`config.mk`:
```
export PLATFORM = sky130hd
export DESIGN_NAME = shift_unit_seq_flat
export DESIGN_NICKNAME = d
export VERILOG_FILES = /design/src/rtl/shift_unit_seq_if.sv /design/src/rtl/shift_unit_seq.sv /design/src/flat_wrapper.sv
export SDC_FILE = /design/constraint.sdc
export NUM_CORES = 1
export LEC_CHECK = 0
export CORE_MARGIN = 2
export CORE_UTILIZATION = 30
export CTS_BUF_LIST = sky130_fd_sc_hd__clkbuf_4
export DETAILED_ROUTE_END_ITERATION = 10
export SYNTH_ARGS = -nofsm -noshare
export SYNTH_HDL_FRONTEND = slang
export SYNTH_SLANG_ARGS = --single-unit
```
`constraint.sdc`:
```
create_clock -name clk -period 2.5 [get_ports clk]
set_clock_uncertainty 0.2 [all_clocks]
set_input_delay 0.375 -clock clk [delete_from_list [all_inputs] [get_ports clk]]
set_output_delay 0.375 -clock clk [all_outputs]
set_load 0.01 [all_outputs]
```
`src/rtl/shift_unit_seq_if.sv`:
```
// Bus between the control FSM (master) and the iterative shifter (slave).
// The request side is start/op/data_in/shamt; the response side is busy/done/data_out.
interface shift_unit_seq_if;
   logic        start;
   logic [1:0]  op;
   logic [31:0] data_in;
   logic [4:0]  shamt;
   logic        busy;
   logic        done;
   logic [31:0] data_out;

   modport master (
      output start, op, data_in, shamt,
      input  busy, done, data_out
   );

   modport slave (
      input  start, op, data_in, shamt,
      output busy, done, data_out
   );
endinterface

```
`src/rtl/shift_unit_seq.sv`:
```
// Iterative 32-bit shifter: one bit position per clock, start/busy/done handshake.
// Optional macro SHIFT_UNIT_ROTATE_EN enables rotate-right for op=11; otherwise op=11 moves no bits.
module shift_unit_seq (
   input  logic              clk,
   input  logic              reset,
   shift_unit_seq_if.slave   bus,
   output logic [1:0]        dbg_state
);

   // Handshake: start is sampled on a rising edge and accepted only when not busy
   // (IDLE or DONE); busy is high for each shift cycle; done is high for exactly
   // one cycle per result, and data_out is valid while done is high.
   typedef enum logic [1:0] {
      S_IDLE  = 2'd0,
      S_SHIFT = 2'd1,
      S_DONE  = 2'd2
   } state_e;

   localparam logic [1:0] OP_SLL = 2'b00;
   localparam logic [1:0] OP_SRL = 2'b01;
   localparam logic [1:0] OP_SRA = 2'b10;

   state_e      state_q, state_d;
   logic [31:0] data_q,  data_d;
   logic [4:0]  count_q, count_d;
   logic [1:0]  op_q,    op_d;
   logic [31:0] shifted;

   always_ff @(posedge clk or posedge reset) begin
      if (reset) begin
         state_q <= S_IDLE;
         data_q  <= 32'd0;
         count_q <= 5'd0;
         op_q    <= 2'b00;
      end else begin
         state_q <= state_d;
         data_q  <= data_d;
         count_q <= count_d;
         op_q    <= op_d;
      end
   end

   always_comb begin
      shifted = data_q;
      case (op_q)
         OP_SLL:  shifted = {data_q[30:0], 1'b0};
         OP_SRL:  shifted = {1'b0, data_q[31:1]};
         OP_SRA:  shifted = {data_q[31], data_q[31:1]};
         default: begin
`ifdef SHIFT_UNIT_ROTATE_EN
            shifted = {data_q[0], data_q[31:1]};
`else
            shifted = data_q;
`endif
         end
      endcase
   end

   always_comb begin
      state_d = state_q;
      data_d  = data_q;
      count_d = count_q;
      op_d    = op_q;
      case (state_q)
         S_IDLE, S_DONE: begin
            state_d = S_IDLE;
            if (bus.start) begin
               data_d  = bus.data_in;
               count_d = bus.shamt;
               op_d    = bus.op;
               state_d = (bus.shamt != 5'd0) ? S_SHIFT : S_DONE;
            end
         end
         S_SHIFT: begin
            // start is deliberately ignored here so the operation in flight is untouched
            data_d  = shifted;
            count_d = count_q - 5'd1;
            if (count_q == 5'd1) state_d = S_DONE;
         end
         default: state_d = S_IDLE;
      endcase
   end

   assign bus.busy     = (state_q == S_SHIFT);
   assign bus.done     = (state_q == S_DONE);
   assign bus.data_out = data_q;
   assign dbg_state    = state_q;

endmodule

```
`src/flat_wrapper.sv`:
```
// flat-port wrapper written by rule: the top's interface ports become plain ports
module shift_unit_seq_flat 
  (clk, reset, dbg_state, bus_start, bus_op, bus_data_in, bus_shamt, bus_busy, bus_done, bus_data_out);
  shift_unit_seq_if bus_i ();
  input  logic clk;
  input  logic reset;
  output logic [1:0] dbg_state;
  input wire logic [$bits(bus_i.start)-1:0] bus_start;
  input wire logic [$bits(bus_i.op)-1:0] bus_op;
  input wire logic [$bits(bus_i.data_in)-1:0] bus_data_in;
  input wire logic [$bits(bus_i.shamt)-1:0] bus_shamt;
  output wire logic [$bits(bus_i.busy)-1:0] bus_busy;
  output wire logic [$bits(bus_i.done)-1:0] bus_done;
  output wire logic [$bits(bus_i.data_out)-1:0] bus_data_out;
  assign bus_i.start = bus_start;
  assign bus_i.op = bus_op;
  assign bus_i.data_in = bus_data_in;
  assign bus_i.shamt = bus_shamt;
  assign bus_busy = bus_i.busy;
  assign bus_done = bus_i.done;
  assign bus_data_out = bus_i.data_out;
  shift_unit_seq u_core (.clk(clk), .reset(reset), .bus(bus_i), .dbg_state(dbg_state));
endmodule
```
==> flow_metrics.py <==
# Auto-generated metrics
metrics = {
    "detailed_routing": {
        "first_pass_iters": 5,
        "dr_total_vias": 2706,
    },
    "run_status": {
        "status": "completed",
    },
    "synthesis": {
        "synthFlopType": "dfrtp_1",
        "top_logic_kind": "AND-OR/OR-AND gates",
        "synth-edff-count": 0,
        "ys_warn_count": 0,
        "top_cells_by_area": "dfrtp_1 38%, nor4bb_1 12%, a211oi_1 9.6%",
        "common_cells": "41 x dfrtp_1, 34 x a211oi_1, 32 x a21oi_1, 32 x a31oi_1, 31 x nor4bb_1",
        "ys_area_um2": 2670,
    },
    "worst_setup_path": {
        "slowest_stage": "clkdlybuf4s50_1",
        "crit_buf_inv": 2,
        "cpPeakStageDelay_ns": 0.57,
        "crit_family": "buffers and inverters",
        "cp-end-kind": "primary output",
    },
    "placed_design": {
        "place.detailed.hpwl_um": 5510,
        "dpl_cell_area_um2": 3520,
        "place.gp.congestion": 0.843,
    },
    "global_route": {
        "grt_pass1_wl_um": 13700,
        "antenna_found_initial": 0,
    },
    "final_timing": {
        "period_used_pct": 91.4,
        "drv_slew": 0,
    },
    "die": {
        "pin_count": 78,
    },
    "pwr": {
        "leakagePower_nw": 1.31,
        "power_density_nw_per_um2": 1490,
    },
}
-- worst register-to-register path: stages (launching register included) --
cell      delay (ns)
dfrtp_1         0.39
inv_1           0.08
ha_1            0.22
or3_1           0.55
buf_12          0.25
a211oi_1        0.26
a31oi_1         0.06
-- routing by layer --
metal | wire length (um) | up-vias | share of wire (%) | global-route usage [%]
li1 | - | 1268 | - | -
met1 | 3720 | 1319 | 45 | 24.3
met2 | 3810 | 107 | 46 | 26.0
met3 | 545 | 12 | 6.6 | 3.29
met4 | 129 | 0 | 1.6 | 5.69
met5 | 0 | - | 0 | 0
-- metrics by stage --
step / instances / setup WS, ns / utilization [%] / hold WS (ns)
5_1_grt: 455 / 0.156 / 41.1 / 0.171
4_1_cts: 455 / 0.219 / 41.1 / 0.164
6_report: 455 / 0.214 / 41.1 / 0.144
2_1_floorplan: 286 / 0.656 / - / 0.260
3_3_place_gp: 447 / 0.404 / 40.5 / 0.291
3_5_place_dp: 447 / 0.365 / 40.5 / 0.293
-- worst max path at each step --
| stage | start | endpoint | slack, ns | depth (start not counted) |
|---|---|---|---|---|
| floorplan | u_core.op_q[0] | u_core.bus.data_out[0] | 0.66 | 7 |
| global placement | u_core.op_q[1] | u_core.bus.data_out[10] | 0.40 | 6 |
| detailed placement | u_core.op_q[1] | u_core.bus.data_out[18] | 0.37 | 6 |
| CTS | u_core.dbg_state[1] | bus_busy | 0.22 | 3 |
| global route | u_core.dbg_state[1] | bus_busy | 0.16 | 3 |
| finish | u_core.dbg_state[1] | bus_busy | 0.21 | 3 |
-- cell type report --
class | instances | area, um^2
tap | 108 | 135
clock buffer | 6 | 45.0
multi-input combinational | 200 | 1420
sequential | 41 | 1030
timing repair buffer | 91 | 901
fill | 881 | 5110
clock inverter | 2 | 10.0
inverter | 7 | 31.3
-- cell usage in the layout, fill, tap and decap left out, drive strengths merged, types with 4 or more instances in the layout --
cell,instances
a211oi,34
a21oi,32
a31oi,32
buf,14
clkbuf,6
clkdlybuf4s50,77
clkinv,4
dfrtp,41
ha,6
inv,5
nand4,30
nor2,6
nor2b,4
nor4bb,31
-- cell families (layout without fill, tap and decap cells) --
| family | count (synthesis) | after routing |
|---|---|---|
| compound gates | 108 | 108 |
| simple gates | 84 | 84 |
| buf+inv | 45 | 106 |
| flops | 41 | 41 |
| fa+ha+maj | 6 | 6 |
| xor+xnor | 1 | 1 |
| mux | 1 | 1 |
-- flip-flops by register name (all words and copies together), names as in the netlist --
register             count
u_core.bus.data_out     32
u_core.count_q           5
u_core.dbg_state         2
u_core.op_q              2
-- power groups by stage --
| stage | Clock [mW] | Sequential [mW] | Combinational (mW) |
|---|---|---|---|
| detailed placement | 0 | 1.40 | 3.57 |
| global placement | 0 | 1.40 | 3.51 |
| CTS | 0.347 | 1.39 | 3.58 |
| floorplan | 0 | 1.43 | 2.35 |
| finish | 0.338 | 1.39 | 3.58 |
| global route | 0.379 | 1.45 | 3.93 |
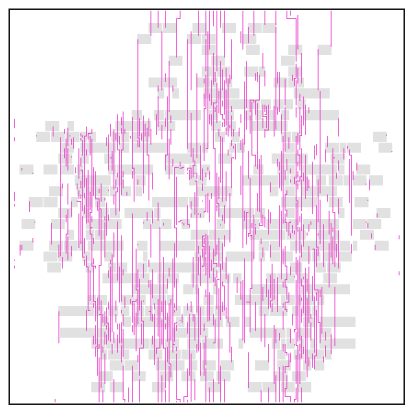
m2.png
Scale: 4 px per um.
wire length on this layer = 3810 um
share of all routed wire = 46%
longest straight run = 32.8 um
main direction = vertical
nets with wire on the layer = 327

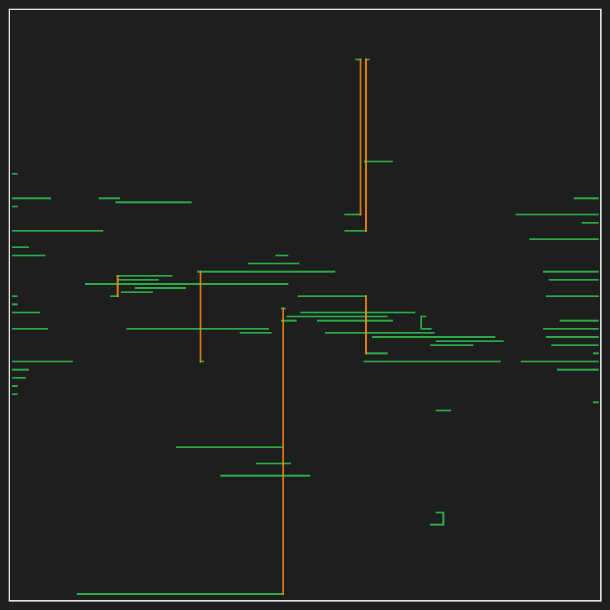
layers.png
Scale: 6 px per um. Two of the layers only.
M3 -> green  # wire length 546 um
M4 -> orange  # wire length 130 um

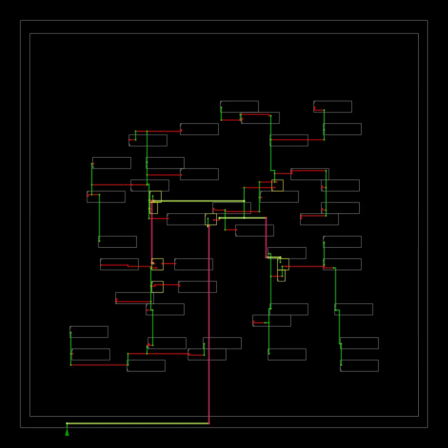
clock_nets.png
CTS sink cnt: 41
CTS Buf Count: 5
Clk. pwr: 0.338 mW
Flops: 41

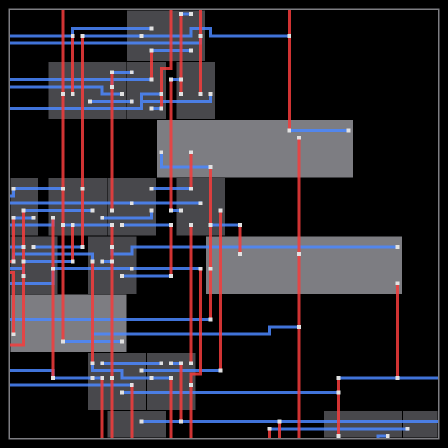
closeup.png
Window x 64 to 84, y 64 to 84 um. Cells in gray, sequential cells in the stronger gray; small squares are vias.
M1 -> blue
M2 -> red
cells with their middle in the window = 14
most frequent = nand4_1 (3), dfrtp_1 (3)
netlist names of flops here include = u_core.bus.data_out (3)
sequential cells in the window = 3

Power and IR drop assume default switching activity.
